$ cat src/rtl/dmem_pkg.sv
// Shared types and sizing for the two-port data-memory arbiter.
// Holds the memory geometry, the requester index type and the request/response records.
package dmem_pkg;

  localparam int DMEM_DEPTH  = 2048;
  localparam int DMEM_DATA_W = 32;
  localparam int DMEM_ADDR_W = 32;

  typedef logic [0:0] port_id_t;

  localparam port_id_t PORT0 = 1'b0;
  localparam port_id_t PORT1 = 1'b1;

  typedef struct packed {
    logic                   req;
    logic                   we;
    logic [DMEM_ADDR_W-1:0] addr;
    logic [DMEM_DATA_W-1:0] wdata;
  } dmem_req_t;

  typedef struct packed {
    logic                   rvalid;
    logic [DMEM_DATA_W-1:0] rdata;
    logic                   err;
  } dmem_rsp_t;

endpackage

$ cat src/rtl/rr_arb2.sv
// Two-way round-robin grant generator.
// On contention the port that did not win last time is granted; rr_last tracks the last winner.
module rr_arb2
  import dmem_pkg::*;
(
  input  logic       clk,
  input  logic       rst_n,
  input  logic [1:0] req,
  output logic [1:0] gnt,
  output port_id_t   gnt_id
);

  port_id_t rr_last_r;

  // One-hot grant from the request pair and the previous winner
  always_comb begin
    gnt = 2'b00;
    case (req)
      2'b01:   gnt = 2'b01;
      2'b10:   gnt = 2'b10;
      2'b11:   gnt = (rr_last_r == PORT1) ? 2'b01 : 2'b10;
      default: gnt = 2'b00;
    endcase
    gnt_id = port_id_t'(gnt[1]);
  end

  // Last-winner register; reset to port 1 so port 0 wins the first contention
  always_ff @(posedge clk or negedge rst_n) begin
    if (!rst_n) begin
      rr_last_r <= PORT1;
    end else if (|gnt) begin
      rr_last_r <= gnt_id;
    end else begin
      rr_last_r <= rr_last_r;
    end
  end

endmodule

$ cat src/rtl/dmem_arbiter.sv
// Two-port arbiter/sequencer in front of the single-ported data memory.
// Grants one access per cycle, range-checks it, and routes the 1-cycle response to the owner.
module dmem_arbiter
  import dmem_pkg::*;
#(
  parameter int DATA_W = DMEM_DATA_W,
  parameter int ADDR_W = DMEM_ADDR_W,
  parameter int DEPTH  = DMEM_DEPTH
) (
  input  logic              clk,
  input  logic              rst_n,
  input  logic              m0_req,
  input  logic              m0_we,
  input  logic [ADDR_W-1:0] m0_addr,
  input  logic [DATA_W-1:0] m0_wdata,
  output logic              m0_gnt,
  output logic              m0_rvalid,
  output logic [DATA_W-1:0] m0_rdata,
  output logic              m0_err,
  input  logic              m1_req,
  input  logic              m1_we,
  input  logic [ADDR_W-1:0] m1_addr,
  input  logic [DATA_W-1:0] m1_wdata,
  output logic              m1_gnt,
  output logic              m1_rvalid,
  output logic [DATA_W-1:0] m1_rdata,
  output logic              m1_err,
  output logic              mem_en,
  output logic              mem_r_w,
  output logic [ADDR_W-1:0] mem_addr,
  output logic [DATA_W-1:0] mem_wdata,
  input  logic [DATA_W-1:0] mem_rdata
);

  localparam logic [ADDR_W-1:0] DEPTH_A = ADDR_W'(DEPTH);

  dmem_req_t         req0_s;
  dmem_req_t         req1_s;
  dmem_rsp_t         rsp0_s;
  dmem_rsp_t         rsp1_s;
  logic [1:0]        gnt_s;
  port_id_t          gnt_id_s;
  logic              gnt_any_s;
  logic              sel_we_s;
  logic [ADDR_W-1:0] sel_addr_s;
  logic [DATA_W-1:0] sel_wdata_s;
  logic              in_range_s;
  logic [DATA_W-1:0] rdata_s;

  logic              resp_valid_r;
  port_id_t          resp_owner_r;
  logic              resp_err_r;
  logic              resp_is_read_r;

  assign req0_s = '{req: m0_req, we: m0_we, addr: m0_addr, wdata: m0_wdata};
  assign req1_s = '{req: m1_req, we: m1_we, addr: m1_addr, wdata: m1_wdata};

  rr_arb2 u_arb (
    .clk    (clk),
    .rst_n  (rst_n),
    .req    ({req1_s.req, req0_s.req}),
    .gnt    (gnt_s),
    .gnt_id (gnt_id_s)
  );

  assign m0_gnt    = gnt_s[0];
  assign m1_gnt    = gnt_s[1];
  assign gnt_any_s = |gnt_s;

  // Payload of the granted port and its range check
  always_comb begin
    sel_we_s    = 1'b0;
    sel_addr_s  = {ADDR_W{1'b0}};
    sel_wdata_s = {DATA_W{1'b0}};
    if (gnt_id_s == PORT1) begin
      sel_we_s    = req1_s.we;
      sel_addr_s  = req1_s.addr;
      sel_wdata_s = req1_s.wdata;
    end else begin
      sel_we_s    = req0_s.we;
      sel_addr_s  = req0_s.addr;
      sel_wdata_s = req0_s.wdata;
    end
    in_range_s = (sel_addr_s < DEPTH_A);
  end

  // Memory controls: only an in-range granted access reaches the array
  always_comb begin
    mem_en    = 1'b0;
    mem_r_w   = 1'b0;
    mem_addr  = {ADDR_W{1'b0}};
    mem_wdata = {DATA_W{1'b0}};
    if (gnt_any_s && in_range_s) begin
      mem_en    = 1'b1;
      mem_r_w   = sel_we_s;
      mem_addr  = sel_addr_s;
      mem_wdata = sel_wdata_s;
    end else begin
      mem_en    = 1'b0;
    end
  end

  // Response bookkeeping captured in the grant cycle
  always_ff @(posedge clk or negedge rst_n) begin
    if (!rst_n) begin
      resp_valid_r   <= 1'b0;
      resp_owner_r   <= PORT0;
      resp_err_r     <= 1'b0;
      resp_is_read_r <= 1'b0;
    end else if (gnt_any_s) begin
      resp_valid_r   <= 1'b1;
      resp_owner_r   <= gnt_id_s;
      resp_err_r     <= ~in_range_s;
      resp_is_read_r <= ~sel_we_s;
    end else begin
      resp_valid_r   <= 1'b0;
      resp_owner_r   <= resp_owner_r;
      resp_err_r     <= 1'b0;
      resp_is_read_r <= 1'b0;
    end
  end

  // Read data is taken straight from the memory so the round trip stays one cycle
  always_comb begin
    rdata_s = {DATA_W{1'b0}};
    if (resp_valid_r && resp_is_read_r && !resp_err_r) begin
      rdata_s = mem_rdata;
    end else begin
      rdata_s = {DATA_W{1'b0}};
    end

    rsp0_s.rvalid = resp_valid_r & (resp_owner_r == PORT0);
    rsp1_s.rvalid = resp_valid_r & (resp_owner_r == PORT1);
    rsp0_s.rdata  = rsp0_s.rvalid ? rdata_s : {DATA_W{1'b0}};
    rsp1_s.rdata  = rsp1_s.rvalid ? rdata_s : {DATA_W{1'b0}};
    rsp0_s.err    = rsp0_s.rvalid & resp_err_r;
    rsp1_s.err    = rsp1_s.rvalid & resp_err_r;
  end

  assign m0_rvalid = rsp0_s.rvalid;
  assign m0_rdata  = rsp0_s.rdata;
  assign m0_err    = rsp0_s.err;
  assign m1_rvalid = rsp1_s.rvalid;
  assign m1_rdata  = rsp1_s.rdata;
  assign m1_err    = rsp1_s.err;

endmodule

$ cat config.mk
export PLATFORM = sky130hd
export DESIGN_NAME = dmem_arbiter
export DESIGN_NICKNAME = d
export VERILOG_FILES = /design/src/rtl/dmem_pkg.sv /design/src/rtl/rr_arb2.sv /design/src/rtl/dmem_arbiter.sv
export SDC_FILE = /design/constraint.sdc
export NUM_CORES = 1
export LEC_CHECK = 0
export CORE_AREA = 8 8 111 113
export CTS_CLUSTER_SIZE = 14
export DETAILED_ROUTE_END_ITERATION = 6
export DIE_AREA = 0 0 119 121
export PLACE_DENSITY = 0.64
export SYNTH_ARGS = -nofsm -noshare
export SYNTH_HDL_FRONTEND = slang
export SYNTH_SLANG_ARGS = --single-unit
$ cat constraint.sdc
create_clock -name clk -period 1.83 [get_ports clk]
set_input_delay 0.2745 -clock clk [delete_from_list [all_inputs] [get_ports clk]]
set_output_delay 0.2745 -clock clk [all_outputs]
set_load 0.1 [all_outputs]
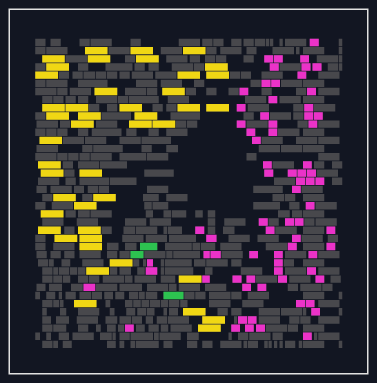
(run_1/gate_families.png)
(3 px per um)
Green stands for inverting AOI/OAI gates, cells 3. Magenta stands for AND and OR gates, cells 73, most used and2_4. Yellow stands for AND-OR and OR-AND gates, cells 44, most used a32o_4.

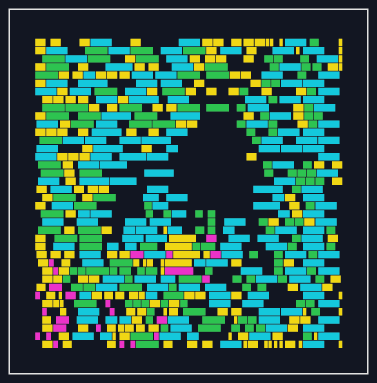
(run_1/drive_strength.png)
(3 px per um)
Cyan stands for drive 6 and up, cells 166, most used buf_12. Yellow stands for drive 1 or less, cells 191, most used clkdlybuf4s50_1. Green stands for drive 3 to 4, cells 143, most used and2_4. Magenta stands for drive 2, cells 24, most used buf_2.
Post-Layout Inst Area: 7210 um2
signed area change from the synthesized netlist to the final layout: 370%
Worst Setup Slack, final: -0.321 ns

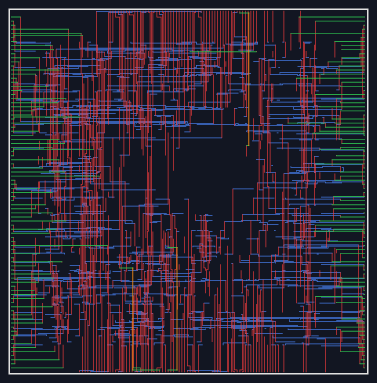
(run_1/metal_stack.png)
(3 px per um)
Green stands for met3, wire length 1510 um. Blue stands for met1, wire length 4900 um. Orange stands for met4, wire length 119 um. Red stands for met2, wire length 8010 um.
wire length per cell: 21.9 um
total detailed-routing wirelength: 14500 um
aggregate global-route resource usage: 18.5%

==> CHANGELOG.md, run 1 <==
### Implementation results

- Init Core Util: between 10% and 20%
- Wire length of the first global-routing pass: 21000 um
- Clock latency reported for the late side of the worst-skew pair: 0.22 ns
- Vias in the first global route: 3333
- R2R Path End: resp_is_read_r
- Time the final worst path needs with I/O delays and setup: around 2.2 ns
- Failing checks: negative setup slack
- Fraction of area in clock buffers and inverters: 0.625%
- Result of the run: finished, violations left
- Required @ worst endpoint: 1.56 ns
- Top fanout value on the critical path: 8
- Proportion of final cell area spent on non-clock buffers: 68.4%
- Crit Path Class: reg -> out
- TritonCTS Buffers: 3
- Register area share after synthesis: 8.24%
- Total via count in the routed design: 2925
- Worst path buffer plus inverter count: 4
- Number of placed I/O pins: ~300
- Number of cell instances after yosys synthesis: roughly 190
- Number of antenna diodes: 0
- Routing usage on met3: 7.91%
- CTS clock-pin slew for the worst setup and hold paths: approximately 0.03 ns
- Number of violations reported at the end of detailed-routing iteration 0: 84
- Count of plain and timing-repair buffers in the layout: around 350
- Yosys stat chip area: 1530 um2
- Ratio of cells with drive above 1 in the final layout: 63.5%
- Most popular library cell in the synthesized design by count: sky130_fd_sc_hd__and2_1
- Number of nets with antenna violations after routing: 0
- Pin count of the biggest net entering global routing: 24
- Worst hold margin: between 0.2 and 0.3 ns
- Worst Setup Slack, final: -0.321 ns
- Largest power group: combinational cells
- Drt drc: 0
- Final Setup Violations: 62
- Standard-cell row count: 38
- Clk Tree Root Cell: sky130_fd_sc_hd__clkbuf_8
- Most instantiated cells after synthesis: sky130_fd_sc_hd__and2_1 (66), sky130_fd_sc_hd__a32o_1 (44), sky130_fd_sc_hd__buf_4 (25)
- Post-synthesis cell type count: 27
- Critical Path Source: u_arb.rr_last_r
- Maximum frequency from static timing analysis: 465 MHz
- R2R cell count: 10
- DIE AREA: 14400 um2
- Final non-filler cell total: 664
- Most frequent CP cell: sky130_fd_sc_hd__buf_12
- Internal power: between 0.0008 and 0.0009 W
==> run 2, diff against run 1 <==
--- a/config.mk
+++ b/config.mk
@@ -5,10 +5,12 @@
 export SDC_FILE = /design/constraint.sdc
 export NUM_CORES = 1
 export LEC_CHECK = 0
+export CAP_MARGIN = 5
 export CORE_AREA = 8 8 111 113
 export CTS_CLUSTER_SIZE = 14
 export DETAILED_ROUTE_END_ITERATION = 6
 export DIE_AREA = 0 0 119 121
+export GPL_ROUTABILITY_DRIVEN = 0
 export PLACE_DENSITY = 0.64
 export SYNTH_ARGS = -nofsm -noshare
 export SYNTH_HDL_FRONTEND = slang
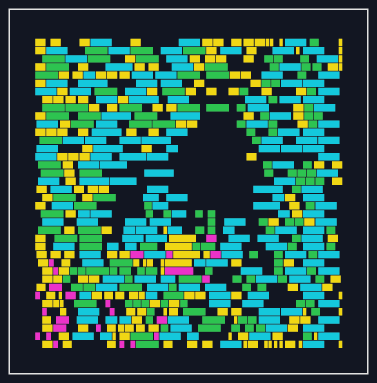
(run_2/drive_strength.png)
(3 px per um)
Green stands for drive 3 to 4, cells 143, most used and2_4. Magenta stands for drive 2, cells 24, most used buf_2. Cyan stands for drive 6 and up, cells 166, most used buf_12. Yellow stands for drive 1 or less, cells 191, most used clkdlybuf4s50_1.

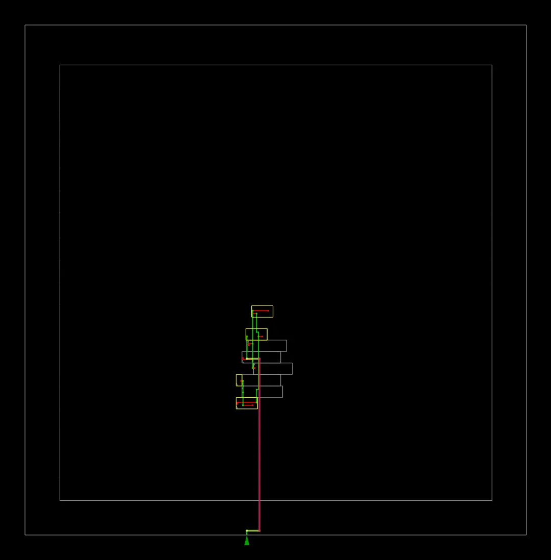
(run_2/final_clocks.png)
clock skew after layout: 0.00213 ns
flop count: 5

==> run 2 against run 1 <==
The flow still finishes with violations (negative setup slack). Register-to-register slack hardly changed. Non-clock buffer count did not move. Sequential share of layout area unchanged. Wire length unchanged. Critical path type unchanged. Critical endpoint unchanged. Largest cell class unchanged.
==> CHANGELOG.md, run 2 <==
### Implementation results

- Number of nets with antenna violations after routing: 0 (unchanged)
- Time the final worst path needs with I/O delays and setup: 2.15 ns (unchanged)
- Register area share after synthesis: 8.24% (unchanged)
- Worst hold margin: 0.272 ns (unchanged)
- Standard-cell row count: 38 (unchanged)
- Most frequent CP cell: sky130_fd_sc_hd__buf_12
- Most instantiated cells after synthesis: sky130_fd_sc_hd__and2_1 (66), sky130_fd_sc_hd__a32o_1 (44), sky130_fd_sc_hd__buf_4 (25)
- Aggregate global-route resource usage: 18.5% (unchanged)
- Result of the run: finished, violations left
- Pin count of the biggest net entering global routing: 24 (unchanged)
- Count of plain and timing-repair buffers in the layout: 349 (unchanged)
- Maximum frequency from static timing analysis: 465 MHz (unchanged)
- Final Setup Violations: 62 (unchanged)
- Wire length per cell: 21.9 um (unchanged)
- Largest power group: combinational cells
- Ratio of cells with drive above 1 in the final layout: 63.5% (unchanged)
- Total via count in the routed design: 2925 (unchanged)
- Clock latency reported for the late side of the worst-skew pair: 0.22 ns (about the same)
- Total detailed-routing wirelength: 14500 um (unchanged)
- Most popular library cell in the synthesized design by count: sky130_fd_sc_hd__and2_1
- R2R Path End: resp_is_read_r
- Final non-filler cell total: 664 (unchanged)
- Clk Tree Root Cell: sky130_fd_sc_hd__clkbuf_8
- Internal power: 0.000887 W (unchanged)
- Vias in the first global route: 3333 (unchanged)
- DIE AREA: 14400 um2 (unchanged)
- Proportion of final cell area spent on non-clock buffers: 68.4% (unchanged)
- Failing checks: negative setup slack
- # Taps: 140
- Top fanout value on the critical path: 8 (unchanged)
- Number of buffers added to fix hold violations after cts: 0
- Post-Layout Inst Area: 7210 um2 (unchanged)
- CTS clock-pin slew for the worst setup and hold paths: 0.03 ns (about the same)
- Critical Path Source: u_arb.rr_last_r
- TritonCTS Buffers: 3 (unchanged)
- Wire length of the first global-routing pass: 21000 um (unchanged)
- Routing usage on met3: 7.91% (unchanged)
- Drt drc: 0 (unchanged)
- Worst path buffer plus inverter count: 4 (unchanged)
- Number of cell instances after yosys synthesis: 192 (unchanged)
- Worst Setup Slack, final: -0.321 ns (unchanged)
- Number of violations reported at the end of detailed-routing iteration 0: 84 (unchanged)
- Fraction of area in clock buffers and inverters: 0.625% (unchanged)
- Number of antenna diodes: 0 (unchanged)
- Signed area change from the synthesized netlist to the final layout: 370% (unchanged)
- Crit Path Class: reg -> out
- Post-synthesis cell type count: 27 (unchanged)
No activity file was given, so power comes from the tool's default toggle rates.
